Fig. 1: sequential cells coloured by netlist name
Other sequential cells in the stronger grey, the rest of the logic in the fainter grey.
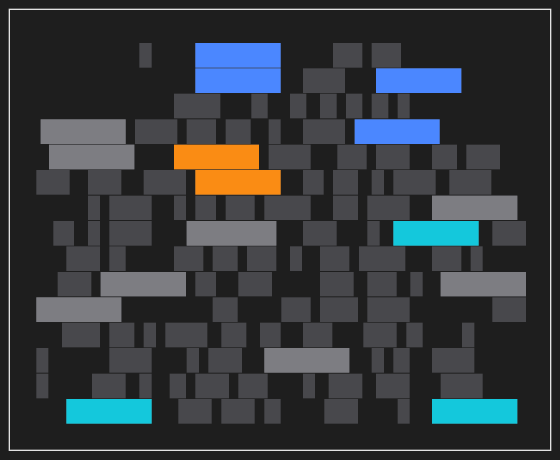
Fig. 2: drive-strength map
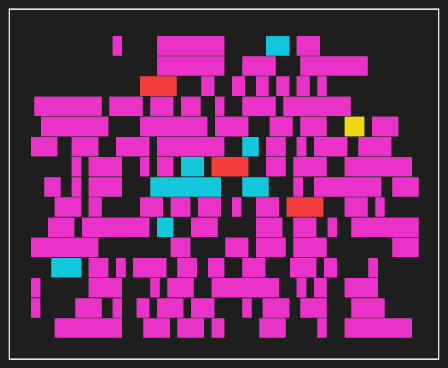
Fig. 3: cells coloured by class
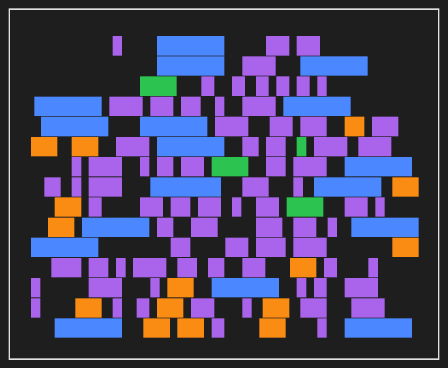
==> config.mk <==
export PLATFORM = sky130hd
export DESIGN_NAME = elevator_ctrl_flat
export DESIGN_NICKNAME = d
export VERILOG_FILES = /design/src/rtl/elevator_ctrl_if.sv /design/src/rtl/elevator_ctrl.sv /design/src/flat_wrapper.sv
export SDC_FILE = /design/constraint.sdc
export NUM_CORES = 1
export LEC_CHECK = 0
export CELL_PAD_IN_SITES_DETAIL_PLACEMENT = 1
export CELL_PAD_IN_SITES_GLOBAL_PLACEMENT = 1
export CORE_ASPECT_RATIO = 0.8
export CORE_MARGIN = 2
export CORE_UTILIZATION = 45
export CTS_BUF_LIST = sky130_fd_sc_hd__clkbuf_8
export DETAILED_ROUTE_END_ITERATION = 12
export PLACE_DENSITY = 0.91
export SLEW_MARGIN = 20
export SYNTH_ARGS = -nofsm -noshare
export SYNTH_HDL_FRONTEND = slang
export SYNTH_SLANG_ARGS = --single-unit
==> constraint.sdc <==
create_clock -name new_clock -period 8.3 [get_ports new_clock]
set_input_delay 1.66 -clock new_clock [delete_from_list [all_inputs] [get_ports new_clock]]
set_output_delay 1.66 -clock new_clock [all_outputs]
set_load 0.005 [all_outputs]
==> job_summary.md <==
## Implementation flow summary

| Metric | Value |
|---|---|
| Clock sinks | 17 |
| Comb pwr share | about 60% |
| Via density | around 6.0 |
| Flop pwr share | 27.8% |
| GRT Overall Usage | between 20 and 25% |
| Top-count cell post-synth | dfrtp_1 |
| Final hold viol count | 0 |
| CP Launch Type | register |
| Starting Density | a little under half |
| Final WL | roughly 2500 µm |
| Top cells by count, synth | dfrtp_1, ha_1, inv_1 |
| Drt initial violations | 13 |
| Vias in the first global route | roughly 840 |
| Final ANT Viol Nets | 0 |
| Clock Power Share | ~11% |
| Post-CTS Resized | 0 |
| Post-layout minimum cycle time | about 4.0 ns |
| Hold buffers post-CTS | 0 |
| Net Switching | roughly 250 µW |
| Yosys warnings | 0 |
| Setup slack, reg-to-reg | around 4.3 ns |
| DRC | 0 |
| ANT cells | 0 |
| Post-synth EDFFs | 0 |
| F_max | 0.251 GHz |
| Max reg flops | 4 |
| Min Hold Slack | slightly above 0.5 ns |
| Status | finished clean |
| Power Total | ~560 µW |
| Cell Pwr Density | 453 nW/µm² |
| Clock latency on the worst-skew pair | approximately 0.26 ns |
| Routed len/inst | between 15 and 20 µm |
| Cells after synthesis | approximately 96 |
| R2R depth | 14 |
| Hold path depth | 1 |
| H-tree levels | 1 |
| Slew HR | 47.6% |
| Pre-CTS setup slack | 4.15 ns |
| Yosys stat chip area | between 1000 and 1500 µm² |
| Asr flop ratio synth | 100% |
| Leakage power figure | 0.000581 µW |
| Period utilization | between 40% and 50% |
| Area leader share | between 30% and 40% |
| Die Span X | 57.7 µm |
| Chip area | between 2000 and 3000 µm² |
| Int Power | 316 µW |
| OpenROAD warnings | 36 |
| Share of layout cells above drive strength 1 | 9.73% |
| DP HPWL | approximately 2000 µm |
| Final setup vio count | 0 |
| TritonCTS Buffers | 3 |
| Largest net degree at the start of global routing | 18 |
| Reg clk slew, reported paths | 0.06 ns |
| Worst hold path class | register to register |
| Register area share after synthesis | 41.0% |
| Chip Height | 47.0 µm |
| Dominant flop cell | dfrtp_1 |
| Crit path DAT | 4.11 ns |
| WP data required | roughly 8.4 ns |
| RSZ-0062 raised after global routing | no |
| CTS tree | done |
| Post-layout net count | 134 |
| Largest cells by area | dfrtp_1, ha_1, inv_1, buf_4, dfstp_2 |
| # Cells Yosys | between 90 and 100 |
| Synth flops | 17 |
| Root buf cell | clkbuf_8 |
| I/O pin count | 19 |
| Distinct lib cells | 38 |
| Synthesized area | between 1000 and 1500 µm² |
Back to the opening pictures, Fig. 1:
- blue: u_core.cnt_q (flops 4; where north)
- cyan: u_core.bus.pending (flops 3)
- orange: u_core.state_q (flops 2)
- not coloured: 8
P_seq: 156 µW
Layout Utilization: 57.0%
Register Area: 427 µm²
register fraction of the total cell area: 34.4%

Back to the opening pictures, Fig. 2:
- yellow: drive 3 to 4 (cells 1; share 0.88%; most used buf_4)
- red: drive 6 and up (cells 3; share 2.7%; most used clkbuf_8)
- cyan: drive 2 (cells 7; share 6.2%; most used or2_2)
- magenta: drive 1 or less (cells 102; share 90%; most used dfrtp_1)
Non-CTS buffers: 15
final worst slack: 4.31 ns
synthesis-to-finish area growth: 19.3%
post-route cell area: 1240 µm²

Back to the opening pictures, Fig. 3:
- orange: other buffers and delay cells (cells 15)
- blue: flip-flops (cells 17)
- green: clock drivers and dummy loads (cells 4)
- purple: all other logic (cells 77)
core outline area: 2180 µm²
Rows: 15

## power groups by stage
stage / combinational (µW) / sequential (µW) / clock [µW]
floorplan: 226 / 149 / 0
global placement: 319 / 152 / 0
detailed placement: 344 / 156 / 0
CTS: 346 / 156 / 63.4
global route: 386 / 160 / 66.5
finish: 343 / 156 / 61.6
## metrics by stage
stage	instance area, µm²	cells
final	1240	138
after global routing	1240	138
after CTS	1240	138
after detailed placement	1190	134
after global placement	1190	134
after floorplan	1050	99
## final cells by class
cell class	instances	area, µm²
fill	247	937
tap	25	31.3
sequential	17	427
clock buffer	3	41.3
multi-input combinational	68	556
timing repair buffer	15	148
clock inverter	1	3.75
inverter	9	33.8
## layer usage
layer,routed length [µm],track usage (%)
met2,1250,38.9
met5,0,0
met3,134,5.51
met1,1120,26.7
met4,37,8.37
## critical path, stage by stage (launching register included)
cell	delay, ns
dfrtp_1	0.42
inv_1	0.07
ha_1	0.27
nor4bb_1	0.26
buf_4	0.21
mux2i_1	0.51
inv_1	0.14
ha_1	0.28
a222oi_1	0.58
inv_1	0.14
o31a_1	0.34
ha_1	0.24
nor2b_1	0.15
a211oi_1	0.20
a21oi_1	0.06
## placed cells by master, fill, tap and decap left out, drive strengths merged
master / instances
nor4bb: 2
a222oi: 2
o31a: 1
o211ai: 1
or3b: 1
xnor2: 3
a211o: 2
o21ai: 1
a211oi: 2
nor2: 5
ha: 15
a21oi: 4
a22oi: 1
conb: 4
inv: 10
or2: 2
a2111o: 1
clkdlybuf4s50: 14
xor2: 1
nand2: 1
clkbuf: 3
a41oi: 1
a21boi: 1
nor3: 4
a2111oi: 2
dfrtp: 16
a31oi: 2
dfstp: 1
nand3: 1
mux2: 1
a22o: 1
nor2b: 1
buf: 1
o31ai: 1
and4: 1
a21o: 1
mux2i: 1
a31o: 1
## cells by family (layout without fill, tap and decap cells)
family	count (synthesis)	after routing	synth area share, %
AOI/OAI and AO/OA	25	25	18.5
and+or+nand+nor	18	18	9.99
DFF	17	17	41.0
adders and majority gates	15	15	18.1
buffers and inverters	14	28	6.62
xor gates and xnor gates	4	4	3.37
muxes	2	2	2.05
other	1	4	0.361
No activity file was given, so power comes from the tool's default toggle rates.
